Run 1, wires at chosen ports, followed through buffers:
Bar = 50 um.
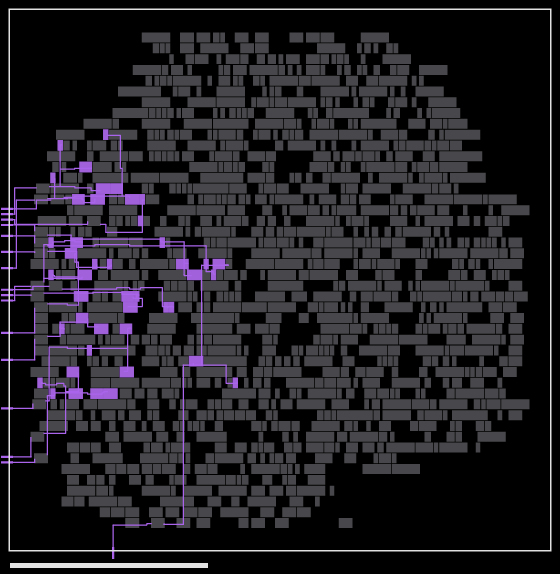
Run 1, layout detail:
Window x 14 to 54, y 82 to 122 um. Cells in gray, sequential cells in the stronger gray; small squares are vias.
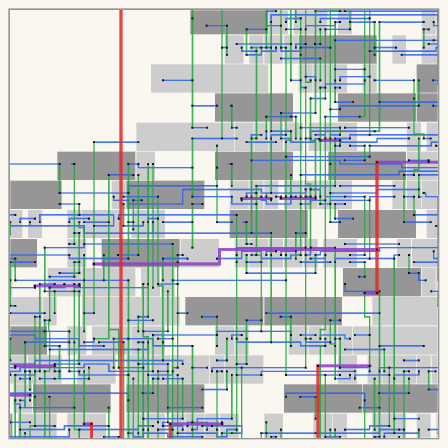
Run 1, clock nets:
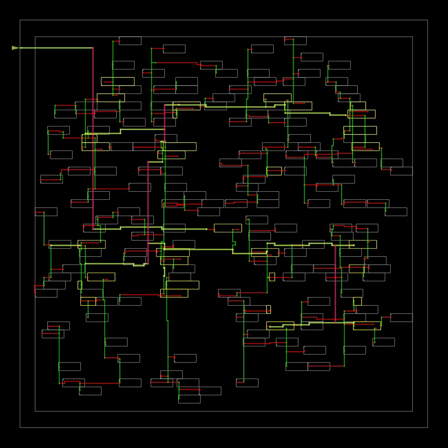
Run 1, signal wires by layer:
Only two layers are drawn.
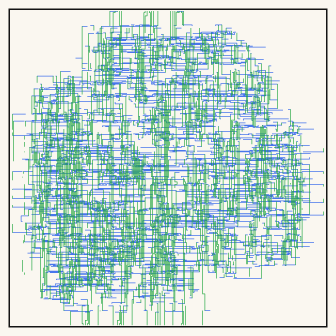
### config.mk
export PLATFORM = sky130hd
export DESIGN_NAME = div_burst_ctrl_flat
export DESIGN_NICKNAME = d
export VERILOG_FILES = /design/src/rtl/div_burst_ctrl_if.sv /design/src/rtl/div_burst_ctrl.sv /design/src/flat_wrapper.sv
export SDC_FILE = /design/constraint.sdc
export NUM_CORES = 1
export LEC_CHECK = 0
export CORE_MARGIN = 5
export CORE_UTILIZATION = 50
export DETAILED_ROUTE_END_ITERATION = 7
export GPL_ROUTABILITY_DRIVEN = 0
export PLACE_DENSITY_LB_ADDON = 0.3
export SYNTH_ARGS = -nofsm -noshare
export SYNTH_HDL_FRONTEND = slang
export SYNTH_SLANG_ARGS = --single-unit
### constraint.sdc
create_clock -name clk_in -period 3.07 [get_ports clk_in]
set_input_delay 0.614 -clock clk_in [delete_from_list [all_inputs] [get_ports clk_in]]
set_output_delay 0.614 -clock clk_in [all_outputs]
set_load 0.03 [all_outputs]
### src/rtl/div_burst_ctrl_if.sv
// Config channel for div_burst_ctrl: valid/ready offer of half-period and burst length.
// The master drives the offer; the slave returns ready while it has room to take it.
interface div_burst_ctrl_if #(
  parameter int CNT_W = 32,
  parameter int BST_W = 16
);
  logic             cfg_valid;
  logic             cfg_ready;
  logic [CNT_W-1:0] cfg_half;
  logic [BST_W-1:0] cfg_cycles;

  modport master (
    output cfg_valid,
    output cfg_half,
    output cfg_cycles,
    input  cfg_ready
  );

  modport slave (
    input  cfg_valid,
    input  cfg_half,
    input  cfg_cycles,
    output cfg_ready
  );
endinterface

### src/rtl/div_burst_ctrl.sv
// Divided-clock burst sequencer: 50% duty clk_out of period 2*half, burst of N periods or free-run.
// Outputs registered, start acts one cycle later; config stalls (ready low) while a mid-run update is pending.
module div_burst_ctrl #(
  parameter int CNT_W    = 32,
  parameter int BST_W    = 16,
  parameter int DEF_HALF = 500
) (
  input  logic             clk_in,
  input  logic             rst,
  div_burst_ctrl_if.slave  cfg,
  input  logic             start,
  input  logic             stop,
  output logic             clk_out,
  output logic             tick_out,
  output logic             busy,
  output logic             done,
  output logic [BST_W-1:0] cycles_left
);

  typedef enum logic [1:0] {
    S_IDLE  = 2'd0,
    S_RUN   = 2'd1,
    S_DRAIN = 2'd2
  } state_e;

  localparam logic [CNT_W-1:0] HALF_RST = CNT_W'(DEF_HALF);
  localparam logic [CNT_W-1:0] CNT_ONE  = CNT_W'(1);
  localparam logic [BST_W-1:0] BST_ONE  = BST_W'(1);

  state_e           state_q, state_d;
  logic             clk_out_q, clk_out_d;
  logic             tick_q, tick_d;
  logic             done_q, done_d;
  logic [CNT_W-1:0] count_q, count_d;
  logic [BST_W-1:0] left_q, left_d;
  logic [CNT_W-1:0] half_q, half_d;
  logic [BST_W-1:0] cycles_q, cycles_d;
  logic [CNT_W-1:0] sh_half_q, sh_half_d;
  logic [BST_W-1:0] sh_cyc_q, sh_cyc_d;
  logic             pend_q, pend_d;
  logic             cyc_pend_q, cyc_pend_d;

  logic             xfer;
  logic [CNT_W-1:0] cfg_half_c;
  logic             phase_end;
  logic             last_period;

  assign cfg.cfg_ready = !pend_q;
  assign xfer          = cfg.cfg_valid && !pend_q;
  assign cfg_half_c    = (cfg.cfg_half == '0) ? CNT_ONE : cfg.cfg_half;
  assign phase_end     = (count_q >= half_q);
  assign last_period   = (cycles_q != '0) && (left_q == BST_ONE);

  assign clk_out     = clk_out_q;
  assign tick_out    = tick_q;
  assign done        = done_q;
  assign cycles_left = left_q;
  assign busy        = (state_q != S_IDLE);

  always_comb begin
    state_d    = state_q;
    clk_out_d  = clk_out_q;
    tick_d     = 1'b0;
    done_d     = 1'b0;
    count_d    = count_q;
    left_d     = left_q;
    half_d     = half_q;
    cycles_d   = cycles_q;
    sh_half_d  = sh_half_q;
    sh_cyc_d   = sh_cyc_q;
    pend_d     = pend_q;
    cyc_pend_d = cyc_pend_q;

    case (state_q)
      S_IDLE: begin
        clk_out_d = 1'b0;
        count_d   = CNT_ONE;
        if (xfer) begin
          half_d   = cfg_half_c;
          cycles_d = cfg.cfg_cycles;
        end
        if (start && !stop) begin
          state_d   = S_RUN;
          clk_out_d = 1'b1;
          tick_d    = 1'b1;
          left_d    = xfer ? cfg.cfg_cycles : cycles_q;
        end
      end

      S_RUN, S_DRAIN: begin
        if (xfer) begin
          sh_half_d  = cfg_half_c;
          sh_cyc_d   = cfg.cfg_cycles;
          pend_d     = 1'b1;
          cyc_pend_d = 1'b1;
        end
        count_d = count_q + CNT_ONE;
        if (state_q == S_RUN && stop) begin
          state_d = S_DRAIN;
        end
        if (phase_end) begin
          count_d = CNT_ONE;
          if (clk_out_q) begin
            clk_out_d = 1'b0;
          end else if (state_q == S_DRAIN || stop || last_period) begin
            // Sequence ends on this boundary; any outstanding update lands now
            // so the idle block accepts fresh config immediately.
            state_d    = S_IDLE;
            clk_out_d  = 1'b0;
            done_d     = 1'b1;
            left_d     = '0;
            pend_d     = 1'b0;
            cyc_pend_d = 1'b0;
            if (xfer) begin
              half_d   = cfg_half_c;
              cycles_d = cfg.cfg_cycles;
            end else begin
              if (pend_q)     half_d   = sh_half_q;
              if (cyc_pend_q) cycles_d = sh_cyc_q;
            end
          end else begin
            clk_out_d = 1'b1;
            tick_d    = 1'b1;
            if (cycles_q != '0) left_d = left_q - BST_ONE;
            // A half offered on the boundary itself goes straight into the new period.
            if (xfer) begin
              half_d = cfg_half_c;
              pend_d = 1'b0;
            end else if (pend_q) begin
              half_d = sh_half_q;
              pend_d = 1'b0;
            end
          end
        end
      end

      default: begin
        state_d   = S_IDLE;
        clk_out_d = 1'b0;
      end
    endcase
  end

  always_ff @(posedge clk_in) begin
    if (rst) begin
      state_q    <= S_IDLE;
      clk_out_q  <= 1'b0;
      tick_q     <= 1'b0;
      done_q     <= 1'b0;
      count_q    <= CNT_ONE;
      left_q     <= '0;
      half_q     <= HALF_RST;
      cycles_q   <= '0;
      sh_half_q  <= HALF_RST;
      sh_cyc_q   <= '0;
      pend_q     <= 1'b0;
      cyc_pend_q <= 1'b0;
    end else begin
      state_q    <= state_d;
      clk_out_q  <= clk_out_d;
      tick_q     <= tick_d;
      done_q     <= done_d;
      count_q    <= count_d;
      left_q     <= left_d;
      half_q     <= half_d;
      cycles_q   <= cycles_d;
      sh_half_q  <= sh_half_d;
      sh_cyc_q   <= sh_cyc_d;
      pend_q     <= pend_d;
      cyc_pend_q <= cyc_pend_d;
    end
  end

endmodule

### src/flat_wrapper.sv
// flat-port wrapper written by rule: the top's interface ports become plain ports
module div_burst_ctrl_flat 
#(
  parameter int CNT_W    = 32,
  parameter int BST_W    = 16,
  parameter int DEF_HALF = 500
)
  (clk_in, rst, start, stop, clk_out, tick_out, busy, done, cycles_left, cfg_cfg_valid, cfg_cfg_half, cfg_cfg_cycles, cfg_cfg_ready);
  div_burst_ctrl_if #(.CNT_W(CNT_W), .BST_W(BST_W)) cfg_i ();
  input  logic clk_in;
  input  logic rst;
  input  logic start;
  input  logic stop;
  output logic clk_out;
  output logic tick_out;
  output logic busy;
  output logic done;
  output logic [BST_W-1:0] cycles_left;
  input wire logic [$bits(cfg_i.cfg_valid)-1:0] cfg_cfg_valid;
  input wire logic [$bits(cfg_i.cfg_half)-1:0] cfg_cfg_half;
  input wire logic [$bits(cfg_i.cfg_cycles)-1:0] cfg_cfg_cycles;
  output wire logic [$bits(cfg_i.cfg_ready)-1:0] cfg_cfg_ready;
  assign cfg_i.cfg_valid = cfg_cfg_valid;
  assign cfg_i.cfg_half = cfg_cfg_half;
  assign cfg_i.cfg_cycles = cfg_cfg_cycles;
  assign cfg_cfg_ready = cfg_i.cfg_ready;
  div_burst_ctrl #(.CNT_W(CNT_W), .BST_W(BST_W), .DEF_HALF(DEF_HALF)) u_core (.clk_in(clk_in), .rst(rst), .cfg(cfg_i), .start(start), .stop(stop), .clk_out(clk_out), .tick_out(tick_out), .busy(busy), .done(done), .cycles_left(cycles_left));
endmodule
==> changes_impl.md, run 1 <==
### Physical design

- Multi-input comb cells: 729
- PostCTS Resize Cnt: 0
- Leading cell kind: combinational gates
- Combinational-cell power consumption: 0.000941 W
- Count of pins on the block boundary: 74
- Final Max Tran Viols: 0
- Highest routing layer actually used: met4
- FP Util: 50.5%
- Routed met3 length: 1160 um
- Biggest area consumer among synthesized cells: dfxtp_1
- Count of library flops with an enable pin: 0
- Filler cell count: 1390
- Most numerous cell in the Yosys netlist: nand2_1
- Final cell count without fillers: 1279
- Global routing usage on met1: 30.8%
- Psw: 0.00145 W
- CTS Buffer Depth: 2
- Fraction of met3 tracks used by global routing: 5.18%
- Critical path endpoint category: register
- Root buffer cell: clkbuf_16
- CTS tree: done
- Clock Buffer Count: 25
- Cells along the critical path: inv_1, ha_1, nand4_1, nor3_2, or4b_1, a31oi_1, a211o_2, buf_12, nor2_1, a311oi_1
- Minimum setup slack in the final design: 0.213 ns
- Ratio of cells with drive above 1 in the final layout: 8.47%
- Origin of the worst setup path: u_core.half_q[15]$_SDFFE_PP0P_
- Global routing met2 resource utilization: 37.9%
- Outcome: finished, final reports clean
- Total core area: 15800 um^2
- Termination of the worst setup path: u_core.half_q[14]$_SDFFE_PP0P_
- Capture endpoint of the worst hold path: u_core.sh_half_q[27]$_SDFFE_PP0P_
- Share of flip-flops with an asynchronous set or reset after synthesis: 0%
- RSZ-0062 raised after global routing: no
- Placement-stage worst setup slack: -0.0296 ns
- Tool warnings: 30
- Transition time at the pin with the least slew margin: 0.728 ns
- CP max-delay cell: or4b_1
- Top cells by count, synth: nand2_1, dfxtp_1, a21oi_1
- Antenna viol nets, final: 0
- Synthesized cell area: 7960 um^2
- Ys flops: 151
- Internal portion of total power: 0.00402 W
- Hold Fails Final Rpt: 0
- Clock buffers and inverters, area share: 6.92%
- Tapcell Cnt: 216
- Routed length on met1: 9590 um
- Drt via density: 5.81
- Commonest Layout Cell: nand2_1
- Data-path buffer share of cell area in the final layout: 10.5%
- DP Wirelength: 14200 um
- Regs by FF count: u_core.count_q: 32 flops, u_core.half_q: 32 flops, u_core.sh_half_q: 32 flops
- Proportion of cell area occupied by multi-input gates: 46.6%
- Largest delay share family, worst path: simple AND/OR/NAND/NOR gates
- Reg2Reg Depth: 10
- Worst-case register-to-register setup slack: 0.21 ns
- Initial antenna violation count: 0
- Cell Count Post-Placement: 1247
- Number of logic inverters in the finished layout: 48
- Final period utilization: 93.1%
- Number of optimization iterations in the first detailed-route pass: 5
- Layout Area Growth over Synthesis: 21.3%
- Top cells by area, synth: dfxtp_1, nand2_1, ha_1
- Worst r2r dst: u_core.half_q[14]$_SDFFE_PP0P_
- Cell count along the critical path: 10
- Setup clock skew after layout: 0.0113 ns
- Post-Place Cell Area: 8970 um^2
- Min-Delay Path Depth: 2
- Layer with the highest usage after global routing: met2
- Buffers inserted during post-CTS setup optimization: 0
- Cell Type Count: 67
- Number of antenna cells inserted: 0
- Placement row count: 46
- Largest voltage drop on the vdd net: 0.439 mV
- Setup Crit Path Kind: register to register
- Overflow left after global routing: 0
- MaxCap Viol Count: 0
- Number of instances in the synthesized netlist: 990
- Stage delay of the slowest cell on the critical path: 0.53 ns
- Mean post-synth cell area: 8.04 um^2
- Die height: 136 um
- Hold-fix buffer count after cts: 0
- Total buffers and inverters traversed by the critical path: 2
- Nets: 1142
- Chip width: 136 um
- Part of the Yosys area used for sequential elements: 38.0%
- Compound-gate portion of the synthesized area: 18.8%
- Most used DFF post-synth: dfxtp_1
- Post-route minimum period: 2.86 ns
- Required @ worst endpoint: 3.39 ns
Notes on 'wires at chosen ports, followed through buffers' above:
| color | port | bits | direction | edge | end cells | buffers | wire |
|---|---|---|---|---|---|---|---|
| purple | cfg_cfg_cycles | 16 | input | 15 left, 1 bottom | 44 | 16 | 764 um |

Notes on 'layout detail' above:
| color | layer |
|---|---|
| green | M2 |
| blue | M1 |
| purple | M3 |
| red | M4 |
netlist names of flops here include: u_core.half_q (6), u_core.sh_half_q (6), u_core.cycles_q (4)
sequential cells in the window: 19
most frequent: nand2_1 (28), dfxtp_1 (19), a21oi_1 (15)
cells with their middle in the window: 113

Notes on 'clock nets' above:
Clock Power: 0.00236 W
insertion delay to the later sink of the worst-skew pair: 0.43 ns
# clock sinks: 151
number of flip-flops and latches: 151
CTS Buf Count: 17

Notes on 'signal wires by layer' above:
| color | layer | wire length |
|---|---|---|
| blue | M1 | 9590 um |
| green | M2 | 10100 um |
DR WL/cell: 16.7 um
total via count in the routed design: 7436
overall fraction of global-route tracks in use: 23.4%
drt total wl: 21400 um

==> inputs of run 2 (changes only) <==
--- a/config.mk
+++ b/config.mk
@@ -6,7 +6,8 @@
 export NUM_CORES = 1
 export LEC_CHECK = 0
 export CORE_MARGIN = 5
-export CORE_UTILIZATION = 50
+export CORE_UTILIZATION = 58
+export CTS_CLUSTER_DIAMETER = 40
 export DETAILED_ROUTE_END_ITERATION = 7
 export GPL_ROUTABILITY_DRIVEN = 0
 export PLACE_DENSITY_LB_ADDON = 0.3
Run 2, wires at chosen ports, followed through buffers:
Bar = 50 um.
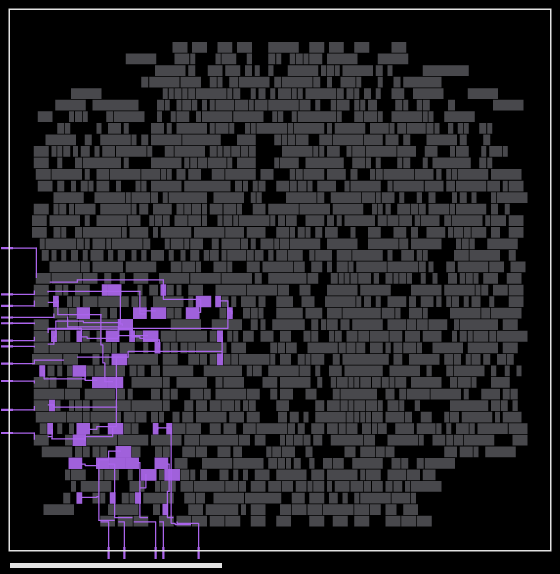
| color | port | bits | direction | edge | end cells | buffers | wire |
|---|---|---|---|---|---|---|---|
| purple | cfg_cfg_cycles | 16 | input | 11 left, 5 bottom | 44 | 16 | 618 um |

Run 2, signal wires by layer:
Only two layers are drawn.
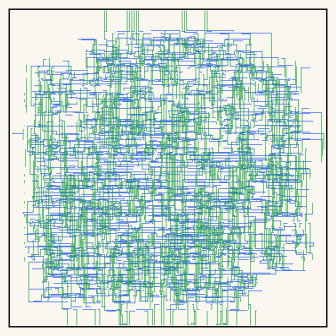
total via count in the routed design: 7534
drt total wl: 21000 um

==> run 2 against run 1 <==
Register-to-register slack got worse by 0.07 ns. Cell count is 3.2% lower. Non-clock buffer count is 1 lower. Clock power is 3% lower. Via count increased by 1.3%. Wire length fell by 1.6%. Critical path depth stayed put. Power is 1.6% lower. Global-route usage grew 2.7 points. Maximum frequency down 2.4%. Combinational power fell by 2%. First-iteration DRC count is 17% higher.
==> changes_impl.md, run 2 <==
### Physical design

- Overflow left after global routing: 0 (unchanged)
- Overall fraction of global-route tracks in use: 26.2% (was 23.4%)
- Layout Area Growth over Synthesis: 20.0% (was 21.3%)
- Final Max Tran Viols: 0 (unchanged)
- Required @ worst endpoint: 3.40 ns (was 3.39 ns)
- Highest routing layer actually used: met4 (unchanged)
- Outcome: finished, final reports clean (unchanged)
- Cells along the critical path: inv_1, ha_1, nand4_1, nor3_1, or4b_1, a31oi_1, a211o_2, buf_4, nor2_1, a311oi_1 (was inv_1, ha_1, nand4_1, nor3_2, or4b_1, a31oi_1, a211o_2, buf_12, nor2_1, a311oi_1)
- Placement-stage worst setup slack: -0.0659 ns (was -0.0296 ns)
- Hold Fails Final Rpt: 0 (unchanged)
- Largest delay share family, worst path: simple AND/OR/NAND/NOR gates (unchanged)
- Cell count along the critical path: 10 (unchanged)
- Share of flip-flops with an asynchronous set or reset after synthesis: 0% (unchanged)
- Min-Delay Path Depth: 2 (unchanged)
- Ratio of cells with drive above 1 in the final layout: 8.47% (about the same)
- Top cells by count, synth: nand2_1, dfxtp_1, a21oi_1 (unchanged)
- Synthesized cell area: 7960 um^2 (unchanged)
- Drt via density: 6.09 (was 5.81)
- Compound-gate portion of the synthesized area: 18.8% (unchanged)
- CTS tree: done (unchanged)
- Count of pins on the block boundary: 74 (unchanged)
- Tool warnings: 30 (unchanged)
- MaxCap Viol Count: 0 (unchanged)
- Number of antenna cells inserted: 0 (unchanged)
- Capture endpoint of the worst hold path: u_core.cycles_left[1]$_SDFFE_PP0P_ (was u_core.sh_half_q[27]$_SDFFE_PP0P_)
- Clock Power: 0.00229 W (was 0.00236 W)
- Most used DFF post-synth: dfxtp_1 (unchanged)
- Transition time at the pin with the least slew margin: 0.755 ns (was 0.728 ns)
- # clock sinks: 151 (unchanged)
- Insertion delay to the later sink of the worst-skew pair: 0.43 ns (about the same)
- Tapcell Cnt: 176 (was 216)
- Stage delay of the slowest cell on the critical path: 0.54 ns (was 0.53 ns)
- FP Util: 59.6% (was 50.5%)
- Clock Buffer Count: 24 (was 25)
- Global routing usage on met1: 34.6% (was 30.8%)
- Reg2Reg Depth: 10 (unchanged)
- Proportion of cell area occupied by multi-input gates: 47.0% (was 46.6%)
- Chip width: 127 um (was 136 um)
- Setup clock skew after layout: 0.0101 ns (was 0.0113 ns)
- Number of instances in the synthesized netlist: 990 (unchanged)
==> inputs of run 3 (changes only) <==
--- a/config.mk
+++ b/config.mk
@@ -5,6 +5,7 @@
 export SDC_FILE = /design/constraint.sdc
 export NUM_CORES = 1
 export LEC_CHECK = 0
+export CAP_MARGIN = 20
 export CORE_MARGIN = 5
 export CORE_UTILIZATION = 58
 export CTS_CLUSTER_DIAMETER = 40
Run 3, clock nets:
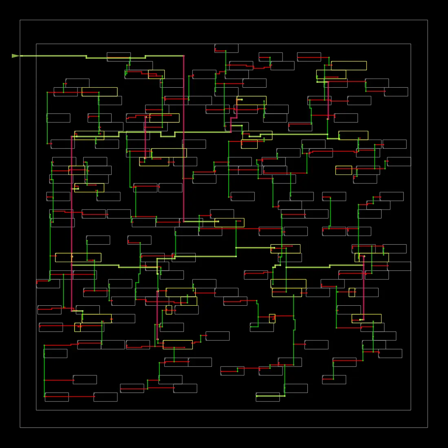
Clock Buffer Count: 24
setup clock skew after layout: 0.0101 ns
Clock Power: 0.00229 W

Run 3, layout detail:
Window x 12 to 52, y 75 to 115 um. Cells in gray, sequential cells in the stronger gray; small squares are vias.
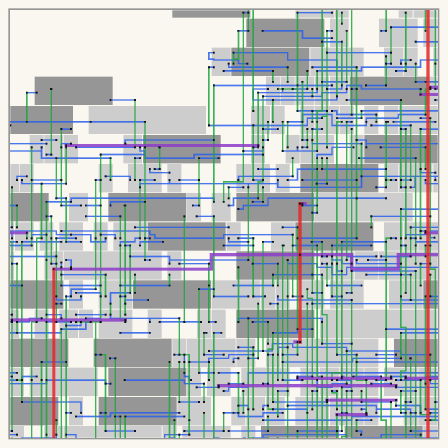

==> run 3 against run 2 <==
Critical path depth is the same. Sequential share of layout area is the same. Cell count is the same. Power is the same. Design area is the same. Critical path type unchanged. Clock power is essentially flat. First-iteration DRC count is the same. Highest routed layer unchanged. Combinational power is essentially flat. Die area is the same. Maximum frequency is the same.
==> changes_impl.md, run 3 <==
### Physical design

- Fraction of met3 tracks used by global routing: 5.88% (unchanged)
- Outcome: finished, final reports clean (unchanged)
- Number of optimization iterations in the first detailed-route pass: 5 (unchanged)
- Minimum setup slack in the final design: 0.144 ns (unchanged)
- Ys flops: 151 (unchanged)
- Most numerous cell in the Yosys netlist: nand2_1 (unchanged)
- Compound-gate portion of the synthesized area: 18.8% (unchanged)
- Drt via density: 6.09 (unchanged)
- Cells along the critical path: inv_1, ha_1, nand4_1, nor3_1, or4b_1, a31oi_1, a211o_2, buf_4, nor2_1, a311oi_1 (unchanged)
- FP Util: 59.6% (unchanged)
- Proportion of cell area occupied by multi-input gates: 47.0% (unchanged)
- Number of instances in the synthesized netlist: 990 (unchanged)
- Termination of the worst setup path: u_core.half_q[3]$_SDFFE_PP0P_ (unchanged)
- Share of flip-flops with an asynchronous set or reset after synthesis: 0% (unchanged)
- RSZ-0062 raised after global routing: no (unchanged)
- Most used DFF post-synth: dfxtp_1 (unchanged)
- Commonest Layout Cell: nand2_1 (unchanged)
- Total buffers and inverters traversed by the critical path: 2 (unchanged)
- Root buffer cell: clkbuf_16 (unchanged)
- Critical path endpoint category: register (unchanged)
- Worst-case register-to-register setup slack: 0.14 ns (about the same)
- Capture endpoint of the worst hold path: u_core.cycles_left[1]$_SDFFE_PP0P_ (unchanged)
- Overall fraction of global-route tracks in use: 26.2% (unchanged)
- CTS Buffer Depth: 2 (unchanged)
- Global routing met2 resource utilization: 41.3% (unchanged)
- Cell count along the critical path: 10 (unchanged)
- Yosys synthesis chip area: 7960 um^2 (unchanged)
- Tool warnings: 30 (unchanged)
- Origin of the worst setup path: u_core.half_q[14]$_SDFFE_PP0P_ (unchanged)
- Reg2Reg Depth: 10 (unchanged)
- CTS Buf Count: 17 (unchanged)
- Data-path buffer share of cell area in the final layout: 10.3% (unchanged)
- Combinational-cell power consumption: 0.000925 W (about the same)
- Synthesized cell area: 7960 um^2 (unchanged)
- Hold Fails Final Rpt: 0 (unchanged)
- Post-route minimum period: 2.93 ns (unchanged)
- Number of antenna cells inserted: 0 (unchanged)
- Clock buffers and inverters, area share: 6.83% (unchanged)
- Required @ worst endpoint: 3.40 ns (about the same)
- Highest routing layer actually used: met4 (unchanged)
- Total via count in the routed design: 7534 (unchanged)
- Stage delay of the slowest cell on the critical path: 0.54 ns (about the same)
- Routed length on met1: 9210 um (unchanged)
- Placement-stage worst setup slack: -0.0659 ns (unchanged)
- Final cell count without fillers: 1238 (unchanged)
- CTS tree: done (unchanged)
- Largest voltage drop on the vdd net: 0.407 mV (unchanged)
- CP max-delay cell: or4b_1 (unchanged)
- Worst r2r dst: u_core.half_q[3]$_SDFFE_PP0P_ (unchanged)
- Min-Delay Path Depth: 2 (unchanged)
- Insertion delay to the later sink of the worst-skew pair: 0.43 ns (about the same)
- Die height: 127 um (unchanged)
- Buffers inserted during post-CTS setup optimization: 0 (unchanged)
- RR Startpoint: u_core.half_q[14]$_SDFFE_PP0P_ (unchanged)
- Count of library flops with an enable pin: 0 (unchanged)
- Filler cell count: 1075 (unchanged)
- Chip width: 127 um (unchanged)
- Overflow left after global routing: 0 (unchanged)
- Tapcell Cnt: 176 (unchanged)
- DP Wirelength: 14400 um (unchanged)
- Mean post-synth cell area: 8.04 um^2 (unchanged)
- Transition time at the pin with the least slew margin: 0.755 ns (unchanged)
- Regs by FF count: u_core.count_q: 32 flops, u_core.half_q: 32 flops, u_core.sh_half_q: 32 flops (unchanged)
- Nets: 1141 (unchanged)
- Routed met3 length: 1490 um (unchanged)
- Top cells by count, synth: nand2_1, dfxtp_1, a21oi_1 (unchanged)
- Internal portion of total power: 0.00395 W (unchanged)
- DR WL/cell: 17.0 um (unchanged)
- Part of the Yosys area used for sequential elements: 38.0% (unchanged)
- Global routing usage on met1: 34.6% (unchanged)
- Initial antenna violation count: 0 (unchanged)
- Final period utilization: 95.3% (unchanged)
- Largest delay share family, worst path: simple AND/OR/NAND/NOR gates (unchanged)
- Cell Count Post-Placement: 1206 (unchanged)
- Layer with the highest usage after global routing: met2 (unchanged)
- Top cells by area, synth: dfxtp_1, nand2_1, ha_1 (unchanged)
- Psw: 0.00143 W (unchanged)
- Drt total wl: 21000 um (unchanged)
- Placement row count: 42 (unchanged)
- Leading cell kind: combinational gates (unchanged)
- Post-Place Cell Area: 8890 um^2 (unchanged)
- Biggest area consumer among synthesized cells: dfxtp_1 (unchanged)
Power figures rest on the tool's default switching activity, not on a simulated workload.
